<file path="config.mk">
export PLATFORM = sky130hd
export DESIGN_NAME = spm_seq_ctrl_flat
export DESIGN_NICKNAME = d
export VERILOG_FILES = /design/src/rtl/spm_seq_ctrl_if.sv /design/src/rtl/spm_seq_ctrl.sv /design/src/flat_wrapper.sv
export SDC_FILE = /design/constraint.sdc
export NUM_CORES = 1
export LEC_CHECK = 0
export ABC_AREA = 1
export CORE_UTILIZATION = 40
export DETAILED_ROUTE_END_ITERATION = 10
export PLACE_DENSITY = 0.76
export SLEW_MARGIN = 40
export SYNTH_ARGS = -nofsm -noshare
export SYNTH_HDL_FRONTEND = slang
export SYNTH_SLANG_ARGS = --single-unit
</file>
<file path="constraint.sdc">
create_clock -name clk -period 1.9 [get_ports clk]
set_input_delay 0.38 -clock clk [delete_from_list [all_inputs] [get_ports clk]]
set_output_delay 0.38 -clock clk [all_outputs]
set_load 0.01 [all_outputs]
</file>
<file path="src/rtl/spm_seq_ctrl_if.sv">
// rtl/spm_seq_ctrl_if.sv - operand/product handshake and spm array bus for spm_seq_ctrl
//
// Purpose: bundles the host-side operand and product handshakes with the
// serial-parallel multiplier array connection.
// Signals:
//   start_valid/start_ready  operand pair handshake (a_in multiplicand, b_in multiplier)
//   prod/prod_valid/prod_ready  2*WIDTH-bit product handshake
//   busy                     sequencer not idle
//   spm_x/spm_y/spm_rst/spm_p  parallel x, serial y, active-low csa clear, serial product
// Modports: slave = sequencer side, master = host/array side.

interface spm_seq_ctrl_if #(
  parameter int WIDTH = 32
);
  logic                 start_valid;
  logic                 start_ready;
  logic [WIDTH-1:0]     a_in;
  logic [WIDTH-1:0]     b_in;
  logic [WIDTH-1:0]     spm_x;
  logic                 spm_y;
  logic                 spm_rst;
  logic                 spm_p;
  logic [2*WIDTH-1:0]   prod;
  logic                 prod_valid;
  logic                 prod_ready;
  logic                 busy;

  modport slave (
    input  start_valid, a_in, b_in, spm_p, prod_ready,
    output start_ready, spm_x, spm_y, spm_rst, prod, prod_valid, busy
  );

  modport master (
    output start_valid, a_in, b_in, spm_p, prod_ready,
    input  start_ready, spm_x, spm_y, spm_rst, prod, prod_valid, busy
  );
endinterface

</file>
<file path="src/rtl/spm_seq_ctrl.sv">
// rtl/spm_seq_ctrl.sv - sequencer driving a serial-parallel multiplier array
//
// Purpose: accepts an operand pair, clears the spm csa state for one cycle,
// streams the multiplier LSB-first (sign or zero extended to 2*WIDTH bits),
// deserialises the product bits returned by the array and presents the
// 2*WIDTH-bit product until it is consumed.
// Ports:
//   clk   rising-edge clock
//   rst   synchronous reset, active-low (also forces spm_rst low combinationally)
//   bus   spm_seq_ctrl_if.slave: operand/product handshakes and spm array signals

module spm_seq_ctrl #(
  parameter int WIDTH  = 32,
  parameter int P_LAT  = 1,
  parameter bit SIGNED = 1'b0
) (
  input logic            clk,
  input logic            rst,
  spm_seq_ctrl_if.slave  bus
);

  localparam int CW = $clog2(2*WIDTH + P_LAT);
  localparam logic [CW-1:0] CNT_LAST    = CW'(2*WIDTH + P_LAT - 1);
  localparam logic [CW-1:0] CNT_Y_END   = CW'(2*WIDTH);
  localparam logic [CW-1:0] CNT_P_START = CW'(P_LAT);

  typedef enum logic [1:0] {IDLE, CLEAR, RUN, DONE} state_t;

  state_t               state_q, state_d;
  logic [CW-1:0]        cnt_q, cnt_d;
  logic [WIDTH-1:0]     x_q, x_d;
  logic [WIDTH-1:0]     b_q, b_d;
  logic [2*WIDTH-1:0]   prod_q, prod_d;
  logic                 start_ready;

  // DONE can hand over directly to a new operation when the product is consumed.
  assign start_ready = (state_q == IDLE) || ((state_q == DONE) && bus.prod_ready);

  always_ff @(posedge clk) begin
    if (!rst) begin
      state_q <= IDLE;
      cnt_q   <= '0;
      x_q     <= '0;
      b_q     <= '0;
      prod_q  <= '0;
    end else begin
      state_q <= state_d;
      cnt_q   <= cnt_d;
      x_q     <= x_d;
      b_q     <= b_d;
      prod_q  <= prod_d;
    end
  end

  always_comb begin
    state_d = state_q;
    cnt_d   = cnt_q;
    x_d     = x_q;
    b_d     = b_q;
    prod_d  = prod_q;
    case (state_q)
      IDLE: begin
        if (bus.start_valid) begin
          state_d = CLEAR;
          x_d     = bus.a_in;
          b_d     = bus.b_in;
        end
      end
      CLEAR: begin
        state_d = RUN;
        cnt_d   = '0;
        prod_d  = '0;
      end
      RUN: begin
        // Arithmetic/logical right shift: once the original bits are used up,
        // b_q[0] keeps presenting the extension bit.
        b_d = {SIGNED & b_q[WIDTH-1], b_q[WIDTH-1:1]};
        // Array output lags y by P_LAT; shifting in at the MSB leaves the
        // first sampled bit at the LSB after 2*WIDTH samples.
        if (cnt_q >= CNT_P_START) begin
          prod_d = {bus.spm_p, prod_q[2*WIDTH-1:1]};
        end
        if (cnt_q == CNT_LAST) begin
          state_d = DONE;
        end else begin
          cnt_d = cnt_q + CW'(1);
        end
      end
      DONE: begin
        if (bus.prod_ready) begin
          if (bus.start_valid) begin
            state_d = CLEAR;
            x_d     = bus.a_in;
            b_d     = bus.b_in;
          end else begin
            state_d = IDLE;
          end
        end
      end
      default: state_d = IDLE;
    endcase
  end

  assign bus.start_ready = start_ready;
  assign bus.spm_x       = x_q;
  assign bus.spm_y       = ((state_q == RUN) && (cnt_q < CNT_Y_END)) ? b_q[0] : 1'b0;
  assign bus.spm_rst     = rst && (state_q != CLEAR);
  assign bus.prod        = prod_q;
  assign bus.prod_valid  = (state_q == DONE);
  assign bus.busy        = (state_q != IDLE);

endmodule

</file>
<file path="src/flat_wrapper.sv">
// flat-port wrapper written by rule: the top's interface ports become plain ports
module spm_seq_ctrl_flat 
#(
  parameter int WIDTH  = 32,
  parameter int P_LAT  = 1,
  parameter bit SIGNED = 1'b0
)
  (clk, rst, bus_start_valid, bus_a_in, bus_b_in, bus_spm_p, bus_prod_ready, bus_start_ready, bus_spm_x, bus_spm_y, bus_spm_rst, bus_prod, bus_prod_valid, bus_busy);
  spm_seq_ctrl_if #(.WIDTH(WIDTH)) bus_i ();
  input logic clk;
  input logic rst;
  input wire logic [$bits(bus_i.start_valid)-1:0] bus_start_valid;
  input wire logic [$bits(bus_i.a_in)-1:0] bus_a_in;
  input wire logic [$bits(bus_i.b_in)-1:0] bus_b_in;
  input wire logic [$bits(bus_i.spm_p)-1:0] bus_spm_p;
  input wire logic [$bits(bus_i.prod_ready)-1:0] bus_prod_ready;
  output wire logic [$bits(bus_i.start_ready)-1:0] bus_start_ready;
  output wire logic [$bits(bus_i.spm_x)-1:0] bus_spm_x;
  output wire logic [$bits(bus_i.spm_y)-1:0] bus_spm_y;
  output wire logic [$bits(bus_i.spm_rst)-1:0] bus_spm_rst;
  output wire logic [$bits(bus_i.prod)-1:0] bus_prod;
  output wire logic [$bits(bus_i.prod_valid)-1:0] bus_prod_valid;
  output wire logic [$bits(bus_i.busy)-1:0] bus_busy;
  assign bus_i.start_valid = bus_start_valid;
  assign bus_i.a_in = bus_a_in;
  assign bus_i.b_in = bus_b_in;
  assign bus_i.spm_p = bus_spm_p;
  assign bus_i.prod_ready = bus_prod_ready;
  assign bus_start_ready = bus_i.start_ready;
  assign bus_spm_x = bus_i.spm_x;
  assign bus_spm_y = bus_i.spm_y;
  assign bus_spm_rst = bus_i.spm_rst;
  assign bus_prod = bus_i.prod;
  assign bus_prod_valid = bus_i.prod_valid;
  assign bus_busy = bus_i.busy;
  spm_seq_ctrl #(.WIDTH(WIDTH), .P_LAT(P_LAT), .SIGNED(SIGNED)) u_core (.clk(clk), .rst(rst), .bus(bus_i));
endmodule
</file>
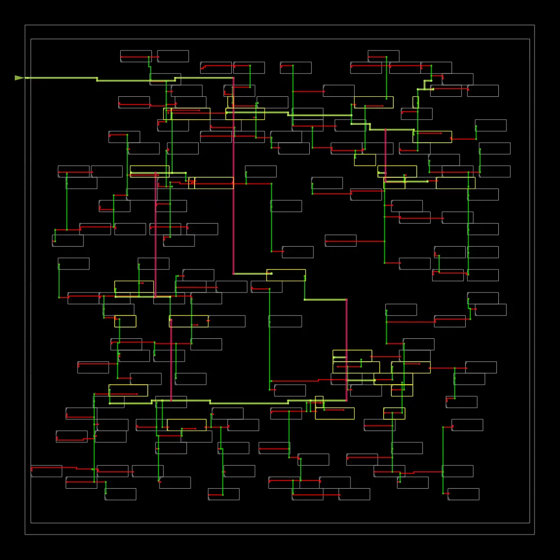
(clock wiring as the flow saved it)
clock net sink count: 137
Seq cells: 137
Worst Skew: 0.0106 ns

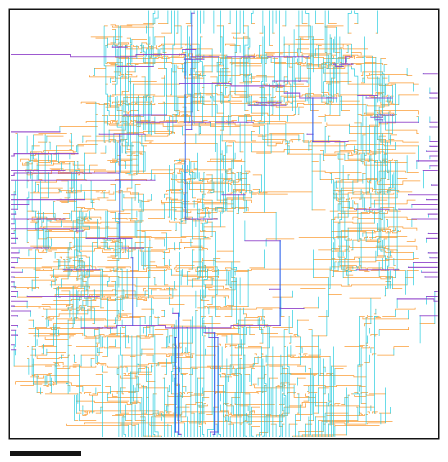
(wiring by layer)
The bar under the picture is 20 um long.
[purple] met3 | wire length: 818 um
[cyan] met2 | wire length: 6530 um
[blue] met4 | wire length: 279 um
[orange] met1 | wire length: 6130 um
Via Count: 5414
Routed WL per cell: 12.9 um

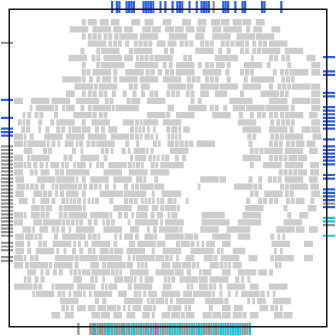
(pin placement)
Pins as bars across the die edge, other pins in gray.
[blue] bus_prod | pins: 64 | direction: output | edge: 33 north, 26 east, 5 west
[cyan] bus_spm_x | pins: 32 | direction: output | edge: 29 south, 3 east
[magenta] bus_start_ready | pins: 1 | direction: output | edge: south
die width: 120 um
Die H: 120 um
IO Port Bufs: 169

==> GITHUB_STEP_SUMMARY <==
## PnR job results

| Metric | Value |
|---|---|
| Status | complete, no violations |
| Placed instance area | about 7400 um^2 |
| Top Layer Used | met4 |
| Initial DRC Count | 470 |
| Met1 Usage GRT | 0.254 |
| NonClk Buf Share | 0.232 |
| Fill cells | about 1300 |
| Nonclk buf count | ~180 |
| Max_slew headroom | 0.500 |
| Layout cells sized above 1 | 0.0598 |
| Worst-Margin Slew | about 0.75 ns |
| Min cycle time layout | about 1.8 ns |
| Hold Path Depth | 2 |
| Post-Syn Area per Cell | between 7 and 8 um^2 |
| Clock Latency Late Sink | 0.41 ns |
| Top_reg_cell synth | dfxtp_1 |
| Fp_density | 0.416 |
| RR Endpoint | u_core.bus.prod[12]$_SDFFE_PN0P_ |
| Pre-CTS WS | -0.221 ns |
| Met1 WL | a little over 6000 um |
| Gate count of the mapped netlist | 736 |
| Hold Path Sink | u_core.b_q[7]$_SDFFE_PN0P_ |
| Worst path max stage delay | about 0.37 ns |
| Post-Layout Cell Count | 1063 |
| Top delay family on crit path | buffers and inverters |
| Root buffer cell | clkbuf_16 |
| R2R setup slack | between 0.15 and 0.2 ns |
| Worst hold slack | about 0.45 ns |
| Crit path to | bus_start_ready |
| Post_cts resized | 14 |
| Setup TNS | 0 ns |
| Global Route Usage Sum | 0.194 |
| Worst Reg-to-Reg Cells | 6 |
| Clock slew at reported path FFs | about 0.05 ns |
| Worst path bufs/invs | 3 |
| Power, Total | roughly 10 mW |
| Clock-cell share | 0.0685 |
| Vias in the first global route | approximately 4700 |
| Nets | around 960 |
| Clock buf count | 25 |
| Via density | 5.09 |
| Critical Path Source Type | register |
| Comb. cell area | about 2400 um^2 |
| Finish-stage setup viols | 0 |
| Largest register FFs | between 60 and 70 |
| TritonCTS Buffers | 17 |
| Critical path depth | 5 |
| CTS tree | done |
| CP cell instances | inv_1 > ha_1 > inv_2 > nand2_1 > clkdlybuf4s15_1 |
| Critical path class | register to output port |
| Final Hold Viols | 0 |
| Met3 WL | about 820 um |
| # hold bufs at CTS | 0 |
| Die area | 14500 um^2 |
| Post-synth EDFFs | 0 |
| R2r startpoint | u_core.state_q[0]$_SDFFE_PN0P_ |
| Post-synth area hogs | dfxtp_1 (49%), nand3_1 (13%), a21oi_1 (9.4%) |
| Worst Setup SP | u_core.state_q[1]$_SDFFE_PN0P_ |
| Dpl hpwl | ~8800 um |
| Maximum root-to-sink buffer count | 2 |
| Well tap count | between 150 and 200 |
| Inverters | 49 |
| Synthesized registers | roughly 140 |
| Worst Path Required | ~1.5 ns |
| Fin crit share | 0.940 |
| Area grow syn2layout | 42.3% |
| Initial antenna violation count | 0 |
| Most numerous cell in the Yosys netlist | nand3_1 |
| Design area | between 7000 and 8000 um^2 |
| Wirelength, routed | approximately 14000 um |
| Row cnt | 42 |
| First-pass GRT wire length | roughly 22000 um |
| Comb/total area | 0.303 |
| Leading area contributor after synthesis | dfxtp_1 |
| Worst Hold Launch | u_core.b_q[7]$_SDFFE_PN0P_ |
| Yosys stat chip area | 5590 um^2 |
| Area leader share | 0.490 |
| Largest area class, layout | registers |
| Placer Congestion | ~0.76 |
| Tool warnings | 32 |
| Static leakage | 2.92 nW |
| Drt pass-1 iters | 5 |
| Netlist cell types | 20 |
| # Cells Yosys | 736 |
| Top Usage Layer GRT | met2 |
| Top Ports | ~170 |
| H-tree depth | 4 |
| Final ANT Viol Nets | 0 |
| Power Dens Cells | approximately 1300 nW/um^2 |
| Synth cell count leaders | nand3_1 (143), dfxtp_1 (137), a21oi_1 (105) |
| Drt drc | 0 |
| Core area | 13500 um^2 |
| Final Worst Setup Slack | ~0.11 ns |
| Postcts setup bufs | 0 |
| Synthesized Nets | roughly 800 |
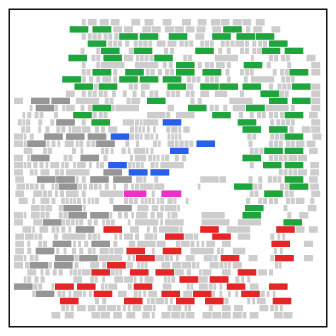
(register map, names as in the netlist)
[magenta] u_core.state_q | flops: 2
[red] u_core.bus.spm_x | flops: 32
[green] u_core.bus.prod | flops: 64
[blue] u_core.cnt_q | flops: 7 | where: center
not colored: 32
Final Core Density: 0.592
sequential power: 3.58 mW
sequential cell area: 2750 um^2
Seq area share: 0.345

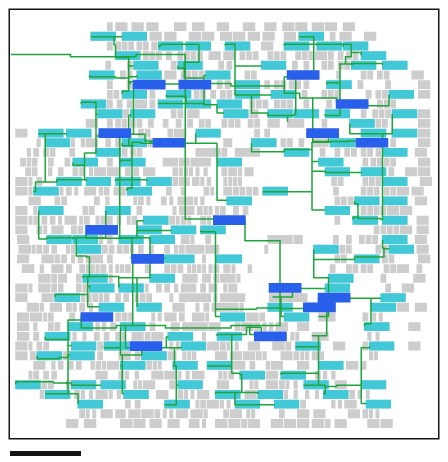
(routed clock nets over the placement)
The bar under the picture is 20 um long.
[cyan] flip-flops | count: 137
[blue] cells driving clock nets | count: 17
[green] clock wires | length: 1630 um
flops lie: spread over the die

==> cell usage in the layout (no fill, tap or decap), types with 6 or more instances in the layout <==
cell type,n
nand2_1,51
nor2_1,74
o21ai_0,98
inv_1,44
ha_1,6
dfxtp_1,135
clkdlybuf4s50_1,164
buf_4,8
clkbuf_16,17
a21oi_1,105
nand3_1,143
==> kinds of logic after synthesis <==
kind of cell,count (synthesis),synth area share
compound gates,207,0.189
buf+inv,109,0.0830
fa+ha+maj,8,0.0179
flops,137,0.490
simple gates,275,0.219
==> power breakdown <==
| group | total (mW) | switching [mW] | internal (mW) |
|---|---|---|---|
| Combinational | 3.41 | 2.12 | 1.29 |
| Sequential | 3.58 | 0.198 | 3.38 |
| Clock | 3.04 | 1.10 | 1.94 |
Power figures rest on the tool's default switching activity, not on a simulated workload.
